**src/rtl/alu_pkg.sv**
```systemverilog
// Shared types for the tinyALU command driver: opcodes, FSM states and opcode legality.
package alu_pkg;

  localparam int OP_W = 3;

  typedef enum logic [2:0] {
    OP_NOP = 3'd0,
    OP_ADD = 3'd1,
    OP_AND = 3'd2,
    OP_XOR = 3'd3,
    OP_MUL = 3'd4
  } alu_op_e;

  typedef enum logic [1:0] {
    ST_IDLE  = 2'd0,
    ST_ISSUE = 2'd1,
    ST_RESP  = 2'd2
  } drv_state_e;

  // NOP is legal but never reaches the ALU; 101-111 are undefined opcodes.
  function automatic logic is_legal_op(input logic [2:0] op);
    return op <= OP_MUL;
  endfunction

endpackage

```
**src/rtl/sync_fifo.sv**
```systemverilog
// Single-clock FIFO with registered full/empty flags and an occupancy count.
module sync_fifo #(
  parameter int WIDTH = 8,
  parameter int DEPTH = 4
) (
  input  logic                   clk,
  input  logic                   reset_n,
  input  logic                   push,
  input  logic [WIDTH-1:0]       wdata,
  input  logic                   pop,
  output logic [WIDTH-1:0]       rdata,
  output logic                   full,
  output logic                   empty,
  output logic [$clog2(DEPTH):0] level
);

  localparam int AW = $clog2(DEPTH);

  logic [WIDTH-1:0] mem_q [DEPTH];
  logic [AW-1:0]    wr_ptr_q, wr_ptr_d;
  logic [AW-1:0]    rd_ptr_q, rd_ptr_d;
  logic [AW:0]      count_q, count_d;
  logic             full_q, full_d;
  logic             empty_q, empty_d;
  logic             push_ok, pop_ok;

  assign push_ok = push && !full_q;
  assign pop_ok  = pop && !empty_q;

  // Empty clears one cycle after the first write into an empty FIFO but sets
  // immediately on drain, so a reader never sees a word on the edge it lands.
  always_comb begin
    wr_ptr_d = wr_ptr_q + AW'(push_ok);
    rd_ptr_d = rd_ptr_q + AW'(pop_ok);
    count_d  = count_q + (AW+1)'(push_ok) - (AW+1)'(pop_ok);
    full_d   = (count_d == (AW+1)'(DEPTH));
    empty_d  = (count_d == '0) || (count_q == '0);
  end

  always_ff @(posedge clk) begin
    if (push_ok) mem_q[wr_ptr_q] <= wdata;
  end

  always_ff @(posedge clk) begin
    if (!reset_n) begin
      wr_ptr_q <= '0;
      rd_ptr_q <= '0;
      count_q  <= '0;
      full_q   <= 1'b0;
      empty_q  <= 1'b1;
    end else begin
      wr_ptr_q <= wr_ptr_d;
      rd_ptr_q <= rd_ptr_d;
      count_q  <= count_d;
      full_q   <= full_d;
      empty_q  <= empty_d;
    end
  end

  assign rdata = mem_q[rd_ptr_q];
  assign full  = full_q;
  assign empty = empty_q;
  assign level = count_q;

endmodule

```
**src/rtl/alu_cmd_driver.sv**
```systemverilog
// Initiator for the tinyALU start/done handshake: queues commands, issues them one
// at a time with a timeout, and returns result or error on a valid/ready port.
module alu_cmd_driver
  import alu_pkg::*;
#(
  parameter int DATA_W      = 32,
  parameter int CMD_DEPTH   = 4,
  parameter int TIMEOUT_CYC = 16
) (
  input  logic                clk,
  input  logic                reset_n,
  input  logic                cmd_valid,
  output logic                cmd_ready,
  input  logic [2:0]          cmd_op,
  input  logic [DATA_W-1:0]   cmd_a,
  input  logic [DATA_W-1:0]   cmd_b,
  output logic                alu_start,
  output logic [2:0]          alu_op,
  output logic [DATA_W-1:0]   alu_A,
  output logic [DATA_W-1:0]   alu_B,
  input  logic                alu_done,
  input  logic [2*DATA_W-1:0] alu_result,
  output logic                rsp_valid,
  input  logic                rsp_ready,
  output logic [2*DATA_W-1:0] rsp_result,
  output logic                rsp_err,
  output logic                busy,
  output logic [1:0]          dbg_state
);

  localparam int CMD_W = OP_W + 2*DATA_W;
  localparam int TMR_W = $clog2(TIMEOUT_CYC) + 1;
  localparam int LVL_W = $clog2(CMD_DEPTH) + 1;

  // Valid/ready: a transfer happens on a rising edge where both are 1; the
  // source holds payload stable while valid is high and ready is low.

  logic              fifo_push, fifo_pop, fifo_full, fifo_empty;
  logic [CMD_W-1:0]  fifo_wdata, fifo_rdata;
  logic [LVL_W-1:0]  fifo_level;
  logic [OP_W-1:0]   head_op;
  logic [DATA_W-1:0] head_a, head_b;

  drv_state_e          state_q, state_d;
  logic [TMR_W-1:0]    tmr_q, tmr_d;
  logic                alu_start_q, alu_start_d;
  logic [2:0]          alu_op_q, alu_op_d;
  logic [DATA_W-1:0]   alu_a_q, alu_a_d, alu_b_q, alu_b_d;
  logic                rsp_valid_q, rsp_valid_d;
  logic [2*DATA_W-1:0] rsp_result_q, rsp_result_d;
  logic                rsp_err_q, rsp_err_d;

  assign fifo_push  = cmd_valid && !fifo_full;
  assign fifo_wdata = {cmd_op, cmd_a, cmd_b};
  assign {head_op, head_a, head_b} = fifo_rdata;

  sync_fifo #(
    .WIDTH (CMD_W),
    .DEPTH (CMD_DEPTH)
  ) u_cmd_fifo (
    .clk     (clk),
    .reset_n (reset_n),
    .push    (fifo_push),
    .wdata   (fifo_wdata),
    .pop     (fifo_pop),
    .rdata   (fifo_rdata),
    .full    (fifo_full),
    .empty   (fifo_empty),
    .level   (fifo_level)
  );

  always_comb begin
    state_d      = state_q;
    tmr_d        = tmr_q;
    alu_start_d  = alu_start_q;
    alu_op_d     = alu_op_q;
    alu_a_d      = alu_a_q;
    alu_b_d      = alu_b_q;
    rsp_valid_d  = rsp_valid_q;
    rsp_result_d = rsp_result_q;
    rsp_err_d    = rsp_err_q;
    fifo_pop     = 1'b0;

    case (state_q)
      ST_IDLE: begin
        if (!fifo_empty) begin
          fifo_pop = 1'b1;
          if (head_op == OP_NOP || !is_legal_op(head_op)) begin
            // Answered locally; the ALU never sees these.
            rsp_valid_d  = 1'b1;
            rsp_result_d = '0;
            rsp_err_d    = (head_op != OP_NOP);
            state_d      = ST_RESP;
          end else begin
            alu_start_d = 1'b1;
            alu_op_d    = head_op;
            alu_a_d     = head_a;
            alu_b_d     = head_b;
            tmr_d       = '0;
            state_d     = ST_ISSUE;
          end
        end
      end

      ST_ISSUE: begin
        if (alu_done) begin
          alu_start_d  = 1'b0;
          rsp_valid_d  = 1'b1;
          rsp_result_d = alu_result;
          rsp_err_d    = 1'b0;
          state_d      = ST_RESP;
        end else if (tmr_q == TMR_W'(TIMEOUT_CYC - 1)) begin
          alu_start_d  = 1'b0;
          rsp_valid_d  = 1'b1;
          rsp_result_d = '0;
          rsp_err_d    = 1'b1;
          state_d      = ST_RESP;
        end else begin
          tmr_d = tmr_q + TMR_W'(1);
        end
      end

      ST_RESP: begin
        if (rsp_ready) begin
          rsp_valid_d = 1'b0;
          state_d     = ST_IDLE;
        end
      end

      default: state_d = ST_IDLE;
    endcase
  end

  always_ff @(posedge clk) begin
    if (!reset_n) begin
      state_q      <= ST_IDLE;
      tmr_q        <= '0;
      alu_start_q  <= 1'b0;
      alu_op_q     <= '0;
      alu_a_q      <= '0;
      alu_b_q      <= '0;
      rsp_valid_q  <= 1'b0;
      rsp_result_q <= '0;
      rsp_err_q    <= 1'b0;
    end else begin
      state_q      <= state_d;
      tmr_q        <= tmr_d;
      alu_start_q  <= alu_start_d;
      alu_op_q     <= alu_op_d;
      alu_a_q      <= alu_a_d;
      alu_b_q      <= alu_b_d;
      rsp_valid_q  <= rsp_valid_d;
      rsp_result_q <= rsp_result_d;
      rsp_err_q    <= rsp_err_d;
    end
  end

  assign cmd_ready  = !fifo_full;
  assign alu_start  = alu_start_q;
  assign alu_op     = alu_op_q;
  assign alu_A      = alu_a_q;
  assign alu_B      = alu_b_q;
  assign rsp_valid  = rsp_valid_q;
  assign rsp_result = rsp_result_q;
  assign rsp_err    = rsp_err_q;
  assign busy       = (state_q != ST_IDLE) || (fifo_level != '0);
  assign dbg_state  = state_q;

endmodule

```
**config.mk**
```make
export PLATFORM = sky130hd
export DESIGN_NAME = alu_cmd_driver
export DESIGN_NICKNAME = d
export VERILOG_FILES = /design/src/rtl/alu_pkg.sv /design/src/rtl/sync_fifo.sv /design/src/rtl/alu_cmd_driver.sv
export SDC_FILE = /design/constraint.sdc
export NUM_CORES = 1
export LEC_CHECK = 0
export CAP_MARGIN = 5
export CORE_MARGIN = 1
export CORE_UTILIZATION = 56
export CTS_BUF_LIST = sky130_fd_sc_hd__clkbuf_16
export CTS_CLUSTER_DIAMETER = 200
export DETAILED_ROUTE_END_ITERATION = 7
export HOLD_SLACK_MARGIN = 0.08
export PLACE_DENSITY = 0.85
export SKIP_CTS_REPAIR_TIMING = 1
export SYNTH_ARGS = -nofsm -noshare
export SYNTH_HDL_FRONTEND = slang
export SYNTH_SLANG_ARGS = --single-unit
```
**constraint.sdc**
```tcl
create_clock -name clk -period 10 [get_ports clk]
set_input_delay 1.5 -clock clk [delete_from_list [all_inputs] [get_ports clk]]
set_output_delay 1.5 -clock clk [all_outputs]
set_load 0.05 [all_outputs]
```
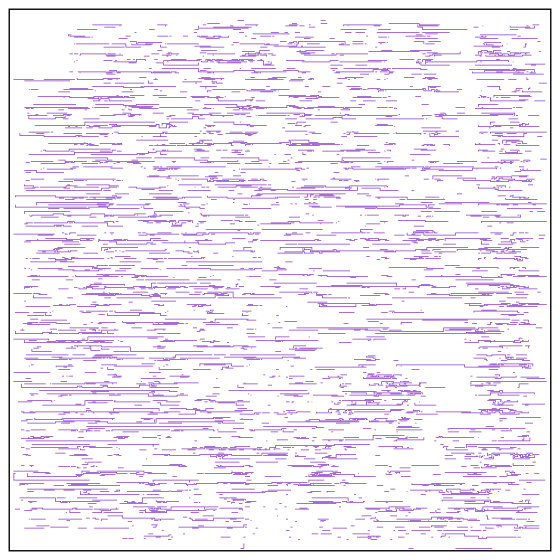
Figure 1: run 1, metal 1.
The layer holds 38% of the routed length. 1097 nets have wire on it.
final WL: 31740 µm
met1 usage: 0.2917

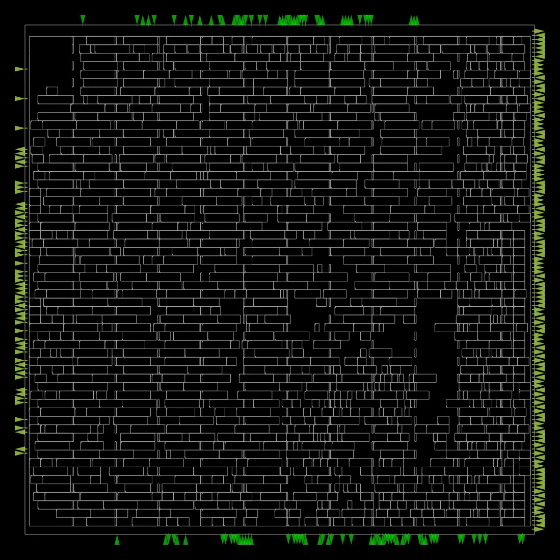
Figure 2: run 1, placement view.
core area: 0.02547 mm²
register share of the cell area: 0.5815
Fill cells: 1456
row cnt: 58
final core utilization: 0.7465

==> reports/results.ini, run 1 <==
[critical_path]
crit_fanout = 38
critPathTopFamily = simple AND/OR/NAND/NOR gates
path_cells = clkdlybuf4s50_1 > nor2b_1 > nand2_1 > nor2_4 > buf_4
critPathBufInv = 2
crit_path_start = cmd_valid
crit_cells = 5

[timing]
drv_slew = 0
setup_tns_ns = 0
setup_viol = 0
clock_skew_ns = 0.02006
relSlewSlack = 0.2729

[place]
place_area_mm2 = 0.01771
preCtsSetupSlack_ns = 5.704
hpwl_um = 18980
gp_congestion = 0.7728
io_buffers = 273

[synthesis]
synthFlopType = edfxtp_1
yosys.area_share.adder = 0.007309
common_cells = edfxtp_1 (268), dfxtp_1 (150), nor2_1 (80)
yosysUniqueCellTypes = 38
ys_cells = 822
top_area_cell = edfxtp_1

[route]
dr.pass1.iters = 5
dr_wl_met3_um = 2710
m1WireLength_um = 12140
routedWlPerCell_um = 21.79

[job]
drv_cap = 0

[clock_network]
htree_levels = 2
cts_inserted_buffers = 41
clk_pin_slew_ns = 0.06
cts_tree = yes

[final_layout]
ff_latch_area_mm2 = 0.01106
lay_top_cells = clkdlybuf4s50_1 (273), edfxtp_1 (268), dfxtp_1 (148), nor2_1 (77)

[global_routing]
grt_use_total = 0.2358
grt.busiest_layer = met2
met3_usage = 0.05707

[power_and_ir_drop]
p_clk_w = 0.00146
swShare = 0.2982
pg_comb_w = 0.00118
pwr-share-clk = 0.299
seq_cell_power_w = 0.00225
totalPowerFinal_w = 0.004895
top_power_group = registers

[status]
status = complete, no violations

[floorplan]
dieArea_mm2 = 0.02694

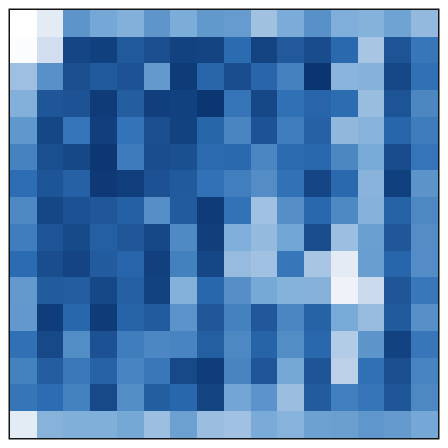
Figure 3: run 1, cell density map.
16 x 16 tiles, from white (low) to dark blue (high), 0 to 100% covered.
47% of the tiles are over 75% full. 0.80% of the tiles are nearly empty. The mean over all tiles is 69%. The fullest tile reaches 98%.
fp util: 0.5780

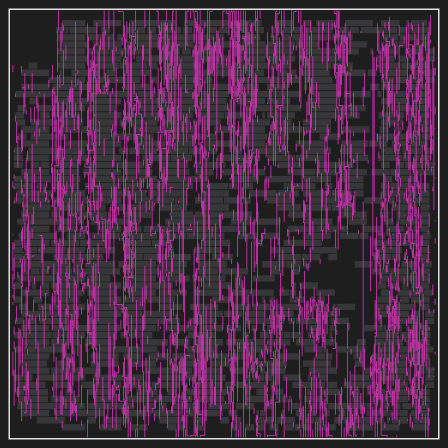
Figure 4: run 1, M2 wires.
Cells faint in the background.
The layer holds 51% of the routed length. 1127 nets have wire on it. The longest straight run is 81.6 µm.
vias: 8414
Global Route met2 Usage: 0.4099

## run 1: cell type report
| cell class | count | share of cell area |
|---|---|---|
| Clock buffer | 44 | 0.05790 |
| Tap cell | 330 | 0.02171 |
| Timing Repair Buffer | 283 | 0.1477 |
| Antenna cell | 3 | 0.0003948 |
| Inverter | 11 | 0.002171 |
| Sequential cell | 418 | 0.5815 |
| Clock inverter | 31 | 0.01020 |
| Multi-Input combinational cell | 337 | 0.1784 |
## run 1: logic make-up after synthesis
group | Yosys count
AOI/OAI and AO/OA | 148
and+or+nand+nor | 110
muxes | 67
buffers and inverters | 67
adders and majority gates | 8
DFF | 418
xor gates and xnor gates | 4
Figure 5. Sequential cells grouped by signal name (run 1).
Other sequential cells in the stronger gray, the rest of the logic in the fainter gray.
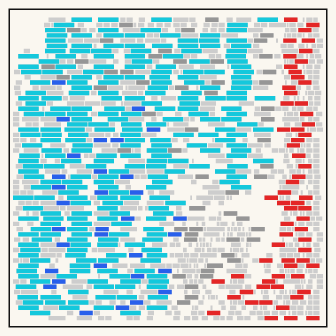

--- run 2 (diff from run 1) ---
--- a/config.mk
+++ b/config.mk
@@ -7,12 +7,12 @@
 export LEC_CHECK = 0
 export CAP_MARGIN = 5
 export CORE_MARGIN = 1
-export CORE_UTILIZATION = 56
+export CORE_UTILIZATION = 52
 export CTS_BUF_LIST = sky130_fd_sc_hd__clkbuf_16
 export CTS_CLUSTER_DIAMETER = 200
 export DETAILED_ROUTE_END_ITERATION = 7
 export HOLD_SLACK_MARGIN = 0.08
-export PLACE_DENSITY = 0.85
+export PLACE_DENSITY = 0.8
 export SKIP_CTS_REPAIR_TIMING = 1
 export SYNTH_ARGS = -nofsm -noshare
 export SYNTH_HDL_FRONTEND = slang
==> constraint.sdc (replaced) <==
create_clock -name clk -period 3.5 [get_ports clk]
set_input_delay 0.525 -clock clk [delete_from_list [all_inputs] [get_ports clk]]
set_output_delay 0.525 -clock clk [all_outputs]
set_load 0.05 [all_outputs]
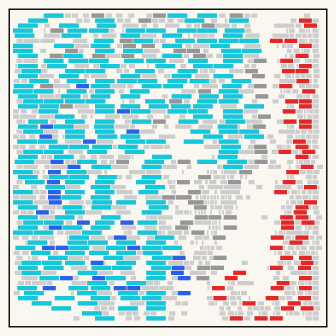
Figure 6: run 2, sequential cells grouped by signal name.
Other sequential cells in the stronger gray, the rest of the logic in the fainter gray.
rsp_result: in red, flops 64, where a vertical strip on the right. alu_B: in blue, flops 32. u_cmd_fifo.mem_q: in cyan, flops 268, where all over the die.
Another 54 sequential cells are not colored.
final core utilization: 0.6913
Seq. pwr: 0.00630 W
Flop area: 0.01106 mm²
register share of the cell area: 0.5758

==> reports/results.ini, run 2 <==
[timing]
worst_slew_pin_slew_ns = 0.8642
relSlewSlack = 0.4239
setup_viol = 0
clock_skew_ns = 0.02968
timing.fmax_mhz = 360.1
drv_slew = 0
setup_ws_ns = 0.7228
setup_tns_ns = 0

[power_and_ir_drop]
pg_comb_w = 0.00360
top_power_group = registers
p_int_w = 0.009740
leakage_nw = 6.446
p_comb_frac = 0.258
pwr-share-clk = 0.290
totalPowerFinal_w = 0.01394
seq_power_share = 0.452
p_clk_w = 0.00405
swShare = 0.3015

[synthesis]
yosysUniqueCellTypes = 38
ys_cells = 822
ys.flops = 418
common_cells = edfxtp_1 (268), dfxtp_1 (150), nor2_1 (80)
synth_xor_xnor_area_share = 0.002380
yosys.area_share.adder = 0.007309
top_area_cell = edfxtp_1
synthFlopType = edfxtp_1
netlist.area_leader.share = 0.5466

[route]
routedWlPerCell_um = 20.78
dr.pass1.iters = 5
routed_wl_um = 31450
ant_nets = 0
vias = 8412
dr_wl_met3_um = 2687
remaining_drc_errors = 0
top_layer = met5
m1WireLength_um = 12110

[place]
hpwl_um = 19610
io_buffers = 273
preCtsSetupSlack_ns = 0.8200
gp_congestion = 0.7651

[final_layout]
clock_buffers = 42
layout.nonclk_buf_frac = 0.1549
inv_count = 11
comb_cells = 337
seq_cells = 418
signal_buffers = 292
clock_cell_area_share = 0.06548
fillers = 1864
dominant-cell-class = sequential cells
largest-register = u_cmd_fifo.mem_q
lay_top_cells = clkdlybuf4s50_1 (273), edfxtp_1 (268), dfxtp_1 (148), nor2_1 (77)
num_antenna_cells = 0
sh_comb_area = 0.1770

[floorplan]
ios = 274
rows = 61
taps = 378
dieArea_mm2 = 0.02899
fp.coreArea_mm2 = 0.02778
initCoreUtil = 0.5299

[global_routing]
met3_usage = 0.05605
grt_use_total = 0.2182
grt_use_met1 = 0.2661
grt_util_met2 = 0.3849
grt.busiest_layer = met2

[clock_network]
cts.sinks = 418
clk_pin_slew_ns = 0.06
cts_inserted_buffers = 42
htree_levels = 2
cts_tree = yes

[status]
status = complete, no violations

[job]
drv_cap = 0

[critical_path]
crit_fanout = 3
cp.required_ns = 2.97
crit_path_start = u_cmd_fifo.level[1]

[run 2: worst min path at each step]
stage / endpoint / cells after the start / from
6_report: tmr_q[1] / 2 / tmr_q[1]
5_1_grt: alu_op[1] / 1 / alu_op[1]
4_1_cts: rsp_err / 2 / rsp_err
3_5_place_dp: alu_A[30] / 1 / alu_A[30]
3_3_place_gp: rsp_err / 2 / rsp_err
2_1_floorplan: tmr_q[1] / 2 / tmr_q[1]
[run 2: worst max-delay path, stage by stage (launching register included)]
cell	delay [ns]
dfxtp_1	0.33
or3_1	0.35
or3_1	0.32
clkdlybuf4s50_1	0.72
[run 2: metrics by stage]
stage,hold WS [ns],cell area [µm²],instances
floorplan,0.4444,14740,822
global placement,0.4471,17950,1436
detailed placement,0.4599,17950,1436
CTS,0.4693,19200,1513
global route,0.4960,19200,1513
finish,0.4662,19200,1513
Figure 7. Placement view (run 2).
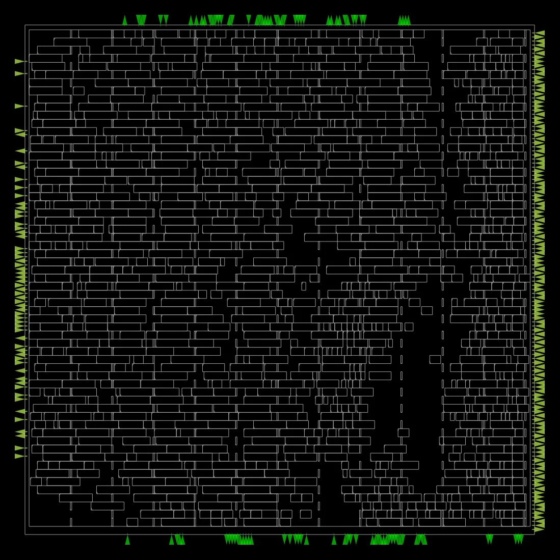

--- run 3 (diff from run 2) ---
==> constraint.sdc (replaced) <==
create_clock -name clk -period 2.9 [get_ports clk]
set_input_delay 0.435 -clock clk [delete_from_list [all_inputs] [get_ports clk]]
set_output_delay 0.435 -clock clk [all_outputs]
set_load 0.05 [all_outputs]
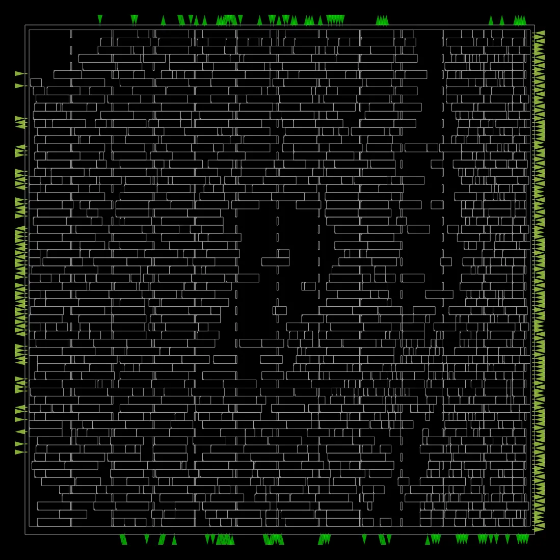
Figure 8: run 3, placement view.
# Taps: 378
Final Instance Count excl. Fillers: 1516
register share of the cell area: 0.5713
final core utilization: 0.6967

==> reports/results.ini, run 3 <==
[status]
status = complete, no violations

[critical_path]
cp.required_ns = 2.47
cpPeakStageDelay_ns = 0.76
crit_fanout = 2
cp-start-kind = flip-flop
cp_slowest_cell = clkdlybuf4s50_1
path_cells = or3_1 > or3_1 > clkdlybuf4s50_1
crit_path_start = u_cmd_fifo.level[2]

[synthesis]
synth.net_count = 966
ys.flops = 418
synthFlopType = edfxtp_1
yosysUniqueCellTypes = 38
ys_cells = 822
common_cells = edfxtp_1 (268), dfxtp_1 (150), nor2_1 (80)
avgSynthCellArea_um2 = 17.91
netlist.area_leader.share = 0.5466
synthMostInstantiatedCell = edfxtp_1

[global_routing]
grt_use_met1 = 0.2602
grt.busiest_layer = met2
grt_use_total = 0.2206
met3_usage = 0.07419

[final_layout]
ff_latch_area_mm2 = 0.01106
fillers = 1781
lay_top_cells = clkdlybuf4s50_1 (273), edfxtp_1 (268), dfxtp_1 (148), nor2_1 (77)
signal_buffers = 293
seq_cells = 418
layout.nonclk_buf_frac = 0.1548
comb_cells = 337
largest_register_ffs = 268
num_antenna_cells = 2
sh_comb_area = 0.1758
largest-register = u_cmd_fifo.mem_q
dominant-cell-class = sequential cells
clock_buffers = 43
inv_count = 11

[timing]
setup_ws_ns = 0.1639
fin_hold_ws_ns = 0.4671
relSlewSlack = 0.3274
drv_slew = 0
setup_viol = 0
setup_tns_ns = 0
timing.fmax_mhz = 365.5
worst_slew_pin_slew_ns = 1.009
clock_skew_ns = 0.02712

[power_and_ir_drop]
swShare = 0.2958
p_clk_w = 0.00533
p_int_w = 0.01217
pg_comb_w = 0.00435
pwr-share-clk = 0.309
p_comb_frac = 0.252
leakage_nw = 6.526
seq_cell_power_w = 0.00759
seq_power_share = 0.439
totalPowerFinal_w = 0.01728
top_power_group = registers

[route]
ant_nets = 0
routedWlPerCell_um = 21.03
dr_wl_met3_um = 3062
top_layer = met5
dr.pass1.iters = 5
m1WireLength_um = 12210
vias = 8431
routed_wl_um = 31890
remaining_drc_errors = 0

[floorplan]
fp.coreArea_mm2 = 0.02778
dieArea_mm2 = 0.02899
initCoreUtil = 0.5299
rows = 61
ios = 274

[place]
io_buffers = 273
place_inst = 1437
place_area_mm2 = 0.01797
gp_congestion = 0.7730
hpwl_um = 19710
preCtsSetupSlack_ns = 0.2780

[clock_network]
clk_pin_slew_ns = 0.06
cts.sinks = 418
cts_inserted_buffers = 42
cts_tree = yes
htree_levels = 2

[job]
drv_cap = 0

[min_path]
hp-class = reg2reg
min-delay-start = tmr_q[1]

run 3: cell counts after synthesis:
Identical to the previous run, type by type.
run 3: final timing paths:
path               end  slack, ns  cells past startpoint
max reg2reg  alu_A[12]       0.27                      7
min           tmr_q[1]       0.47                      2
max               busy       0.16                      3
min reg2reg   tmr_q[1]       0.47                      2
run 3: cells by family after synthesis:
group,after synthesis,share of synthesized area
AOI/OAI and AO/OA,148,0.07997
xor gates and xnor gates,4,0.002380
adders and majority gates,8,0.007308
buffers and inverters,67,0.02269
DFF,418,0.7506
muxes,67,0.1025
and+or+nand+nor,110,0.03459
run 3: worst max-delay path: cells and delay by family, from the launching register on:
kind	cells	cell delay, ns
flip-flops	1	0.32
buffers and inverters	1	0.76
AND/OR/NAND/NOR	2	0.70
No activity file was given, so power comes from the tool's default toggle rates.
